## config.mk

```make
export PLATFORM = sky130hd
export DESIGN_NAME = vga_timing_gen_flat
export DESIGN_NICKNAME = d
export VERILOG_FILES = /design/src/rtl/vga_timing_gen_if.sv /design/src/rtl/vga_timing_gen.sv /design/src/flat_wrapper.sv
export SDC_FILE = /design/constraint.sdc
export NUM_CORES = 1
export LEC_CHECK = 0
export CORE_AREA = 2 2 74 76
export CTS_BUF_LIST = sky130_fd_sc_hd__clkbuf_4 sky130_fd_sc_hd__clkbuf_8
export DETAILED_ROUTE_END_ITERATION = 7
export DIE_AREA = 0 0 76 78
export DONT_BUFFER_PORTS = 1
export PLACE_DENSITY_LB_ADDON = 0.3
export SYNTH_ARGS = -nofsm -noshare
export SYNTH_HDL_FRONTEND = slang
export SYNTH_SLANG_ARGS = --single-unit
```

## constraint.sdc

```tcl
create_clock -name clk -period 3.49 [get_ports clk]
set_input_delay 0.349 -clock clk [delete_from_list [all_inputs] [get_ports clk]]
set_output_delay 0.349 -clock clk [all_outputs]
set_load 0.01 [all_outputs]
```

## src/rtl/vga_timing_gen_if.sv

```systemverilog
// Raster timing bundle from vga_timing_gen to the pixel-colour generators.
// Frame_Count exists only when VGA_FRAME_COUNT_EN is defined.
interface vga_timing_gen_if;
    logic [15:0] H_Counter_Value;
    logic [15:0] V_Counter_Value;
    logic        Hsync;
    logic        Vsync;
    logic        Video_On;
    logic        Pixel_Tick;
    logic        Frame_Start;
`ifdef VGA_FRAME_COUNT_EN
    logic [7:0]  Frame_Count;
`endif

    modport master (
        output H_Counter_Value,
        output V_Counter_Value,
        output Hsync,
        output Vsync,
        output Video_On,
        output Pixel_Tick,
`ifdef VGA_FRAME_COUNT_EN
        output Frame_Count,
`endif
        output Frame_Start
    );

    modport slave (
        input H_Counter_Value,
        input V_Counter_Value,
        input Hsync,
        input Vsync,
        input Video_On,
        input Pixel_Tick,
`ifdef VGA_FRAME_COUNT_EN
        input Frame_Count,
`endif
        input Frame_Start
    );
endinterface

```

## src/rtl/vga_timing_gen.sv

```systemverilog
// VGA raster timing generator (640x480@60 by default) with a clock-enable divider.
// Optional VGA_FRAME_COUNT_EN adds an 8-bit wrapping frame counter.
module vga_timing_gen #(
    parameter int CLK_DIV = 4,
    parameter int H_SYNC  = 96,
    parameter int H_BP    = 48,
    parameter int H_ACT   = 640,
    parameter int H_FP    = 16,
    parameter int V_SYNC  = 2,
    parameter int V_BP    = 33,
    parameter int V_ACT   = 480,
    parameter int V_FP    = 10
) (
    input  logic             clk,
    input  logic             rst_n,
    vga_timing_gen_if.master vga
);

    localparam int H_TOTAL = H_SYNC + H_BP + H_ACT + H_FP;
    localparam int V_TOTAL = V_SYNC + V_BP + V_ACT + V_FP;
    localparam int DIV_W   = (CLK_DIV > 1) ? $clog2(CLK_DIV) : 1;

    localparam logic [DIV_W-1:0] DIV_LAST = DIV_W'(CLK_DIV - 1);
    localparam logic [DIV_W-1:0] DIV_ONE  = DIV_W'(1);
    localparam logic [15:0] H_LAST   = 16'(H_TOTAL - 1);
    localparam logic [15:0] V_LAST   = 16'(V_TOTAL - 1);
    localparam logic [15:0] H_SYNC_W = 16'(H_SYNC);
    localparam logic [15:0] V_SYNC_W = 16'(V_SYNC);
    localparam logic [15:0] H_VIS_LO = 16'(H_SYNC + H_BP);
    localparam logic [15:0] H_VIS_HI = 16'(H_SYNC + H_BP + H_ACT);
    localparam logic [15:0] V_VIS_LO = 16'(V_SYNC + V_BP);
    localparam logic [15:0] V_VIS_HI = 16'(V_SYNC + V_BP + V_ACT);

    logic [DIV_W-1:0] r_div;
    logic [15:0]      r_h;
    logic [15:0]      r_v;
    logic             r_hsync;
    logic             r_vsync;
    logic             r_video_on;
    logic             r_pixel_tick;
    logic             r_frame_start;

    logic             w_tick;
    logic             w_h_wrap;
    logic             w_v_wrap;
    logic             w_frame_wrap;
    logic [15:0]      w_h_nxt;
    logic [15:0]      w_v_nxt;
    logic             w_h_vis;
    logic             w_v_vis;

    assign w_tick       = (r_div == DIV_LAST);
    assign w_h_wrap     = (r_h == H_LAST);
    assign w_v_wrap     = (r_v == V_LAST);
    assign w_frame_wrap = w_tick && w_h_wrap && w_v_wrap;

    always_comb begin
        w_h_nxt = r_h;
        w_v_nxt = r_v;
        if (w_tick) begin
            if (w_h_wrap) begin
                w_h_nxt = 16'd0;
                w_v_nxt = w_v_wrap ? 16'd0 : r_v + 16'd1;
            end else begin
                w_h_nxt = r_h + 16'd1;
            end
        end
    end

    // Decode from next-state counters so sync/blank land on the same edge as the counters.
    assign w_h_vis = (w_h_nxt >= H_VIS_LO) && (w_h_nxt < H_VIS_HI);
    assign w_v_vis = (w_v_nxt >= V_VIS_LO) && (w_v_nxt < V_VIS_HI);

    always_ff @(posedge clk or negedge rst_n) begin
        if (!rst_n) begin
            r_div         <= '0;
            r_h           <= 16'd0;
            r_v           <= 16'd0;
            r_hsync       <= 1'b0;
            r_vsync       <= 1'b0;
            r_video_on    <= 1'b0;
            r_pixel_tick  <= 1'b0;
            r_frame_start <= 1'b0;
        end else begin
            r_div         <= w_tick ? '0 : r_div + DIV_ONE;
            r_h           <= w_h_nxt;
            r_v           <= w_v_nxt;
            r_hsync       <= (w_h_nxt >= H_SYNC_W);
            r_vsync       <= (w_v_nxt >= V_SYNC_W);
            r_video_on    <= w_h_vis && w_v_vis;
            r_pixel_tick  <= w_tick;
            r_frame_start <= w_frame_wrap;
        end
    end

    assign vga.H_Counter_Value = r_h;
    assign vga.V_Counter_Value = r_v;
    assign vga.Hsync           = r_hsync;
    assign vga.Vsync           = r_vsync;
    assign vga.Video_On        = r_video_on;
    assign vga.Pixel_Tick      = r_pixel_tick;
    assign vga.Frame_Start     = r_frame_start;

`ifdef VGA_FRAME_COUNT_EN
    logic [7:0] r_frame_cnt;

    always_ff @(posedge clk or negedge rst_n) begin
        if (!rst_n) begin
            r_frame_cnt <= 8'd0;
        end else if (w_frame_wrap) begin
            r_frame_cnt <= r_frame_cnt + 8'd1;
        end
    end

    assign vga.Frame_Count = r_frame_cnt;
`endif

endmodule
```

## src/flat_wrapper.sv

```systemverilog
// flat-port wrapper written by rule: the top's interface ports become plain ports
module vga_timing_gen_flat 
#(
    parameter int CLK_DIV = 4,
    parameter int H_SYNC  = 96,
    parameter int H_BP    = 48,
    parameter int H_ACT   = 640,
    parameter int H_FP    = 16,
    parameter int V_SYNC  = 2,
    parameter int V_BP    = 33,
    parameter int V_ACT   = 480,
    parameter int V_FP    = 10
)
  (clk, rst_n, vga_H_Counter_Value, vga_V_Counter_Value, vga_Hsync, vga_Vsync, vga_Video_On, vga_Pixel_Tick, vga_Frame_Start);
  vga_timing_gen_if vga_i ();
  input  logic clk;
  input  logic rst_n;
  output wire logic [$bits(vga_i.H_Counter_Value)-1:0] vga_H_Counter_Value;
  output wire logic [$bits(vga_i.V_Counter_Value)-1:0] vga_V_Counter_Value;
  output wire logic [$bits(vga_i.Hsync)-1:0] vga_Hsync;
  output wire logic [$bits(vga_i.Vsync)-1:0] vga_Vsync;
  output wire logic [$bits(vga_i.Video_On)-1:0] vga_Video_On;
  output wire logic [$bits(vga_i.Pixel_Tick)-1:0] vga_Pixel_Tick;
  output wire logic [$bits(vga_i.Frame_Start)-1:0] vga_Frame_Start;
  assign vga_H_Counter_Value = vga_i.H_Counter_Value;
  assign vga_V_Counter_Value = vga_i.V_Counter_Value;
  assign vga_Hsync = vga_i.Hsync;
  assign vga_Vsync = vga_i.Vsync;
  assign vga_Video_On = vga_i.Video_On;
  assign vga_Pixel_Tick = vga_i.Pixel_Tick;
  assign vga_Frame_Start = vga_i.Frame_Start;
  vga_timing_gen #(.CLK_DIV(CLK_DIV), .H_SYNC(H_SYNC), .H_BP(H_BP), .H_ACT(H_ACT), .H_FP(H_FP), .V_SYNC(V_SYNC), .V_BP(V_BP), .V_ACT(V_ACT), .V_FP(V_FP)) u_core (.clk(clk), .rst_n(rst_n), .vga(vga_i));
endmodule
```

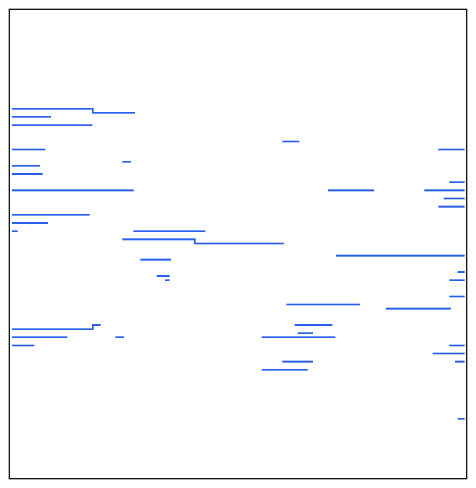
**Above:** signal wires on met3.
Scale: 6 px per micron.
The longest straight run is 21.1 microns. The layer holds 5.8% of the routed length. The wires run mostly horizontal. The layer carries 290 microns of wire.
met3 track demand over resource: 4.77%
total via count in the routed design: 1,824
wire length after detailed routing: 4.98 mm

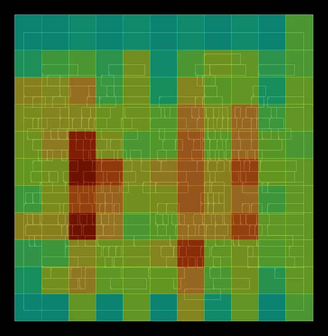
**Above:** routing congestion map.
Overall Global Routing Usage: 18.4%
detailed-route wire length per cell: 15.8 microns

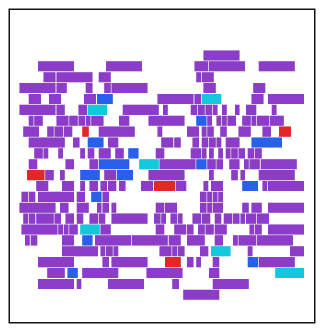
**Above:** sizing map.
Scale: 4 px per micron.
Key: red = x2 [cells 5, share 2.0%]; blue = x3 and x4 [cells 14, share 5.7%, most used buf_4]; purple = x1 and smaller [cells 221, share 90%, most used dfrtp_1]; cyan = x6 and larger [cells 6, share 2.4%, most used clkbuf_8]
Design Area, Final: 2440 sq um
final critical-path setup slack: 0.440 ns
Area growth, synth to finish: 9.16%

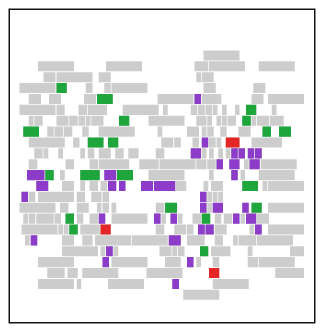
**Above:** logic cells by family.
Scale: 4 px per micron.
Key: green = and/or cells [cells 20, most used or4_4]; red = non-inverting ao/oa cells [cells 3]; purple = aoi and oai cells [cells 37, most used o21ai_0]

==> run summary <==
Notes on the flow outputs.

- The run finished with clean final reports.
- The power in the clock group is 308 uW.
- The clock tree from TritonCTS is built.
- The routed metal-1 wire length is 2.24 mm.
- The number of filler cells placed in the layout reads 485.
- The instance area at placement reads 2330 sq um.
- Per the Yosys statistics, synthesis produced 238 cells.
- In this run the top signal layer used is met4.
- The flip-flop and latch power is 452 uW.
- The fraction of the yosys area taken by sequential cells is 43.6%.
- The floorplan report gives the top-level pin count as 39.
- The worst setup path startpoint is u_core.vga.H_Counter_Value[1].
- In the synthesized netlist the dominant register cell turns out to be sky130_fd_sc_hd__dfrtp_1.
- The count of library flops with an enable pin is 0.
- The peak per-stage delay on the critical path is 0.54 ns.
- The largest buffer count on any clock path is 2.
- The chip area is 5930 sq um.
- The library cells used most frequently in the layout, excluding fill and tap cells, are 39 x sky130_fd_sc_hd__dfrtp_1, 24 x sky130_fd_sc_hd__nand2_1, 17 x sky130_fd_sc_hd__o21ai_0.
- The largest area contributor in the synthesized netlist reads sky130_fd_sc_hd__dfrtp_1.
- The worst register-to-register path has a depth of 8.
- The tree is rooted in a sky130_fd_sc_hd__clkbuf_8.
- The standard-cell row count reads 26.
- The total DRC errors in the routed layout is 0.
- The netlist area before placement is 2240 sq um.
- The start of the worst register-to-register path reads u_core.vga.H_Counter_Value[1].
- The final report lists the setup-violating endpoint count as 0.
- The chip area estimate from yosys synthesis reads 2240 sq um.
- The tool warning count for the run is 27.
- The class of the tightest hold or removal check is reg -> reg.
- The worst-case headroom to the max-slew limit reads 60.2%.
- The violation tally recorded at the end of detailed-routing iteration 0 is 148.
- The antenna diode instance count is 0.
- The count of cells resized by post-cts repair is 0.
- The tool flagged a number of max-cap violations equal to 0.
- The number of flip-flops and latches reads 39.
- The placed wire-length estimate after detailed placement is 3.71 mm.
- The total stage count of the critical path reads 8.
- The clock buffer instance count of the final layout reads 7.
- The clock transition at the registers of the reported paths is 0.07 ns.
- The depth of the CTS H-tree reads 2.
- The analysis attributes to net switching a power of 162 uW.
- The power density of the placed cells reads 316 nW/um^2.
Power figures rest on the tool's default switching activity, not on a simulated workload.
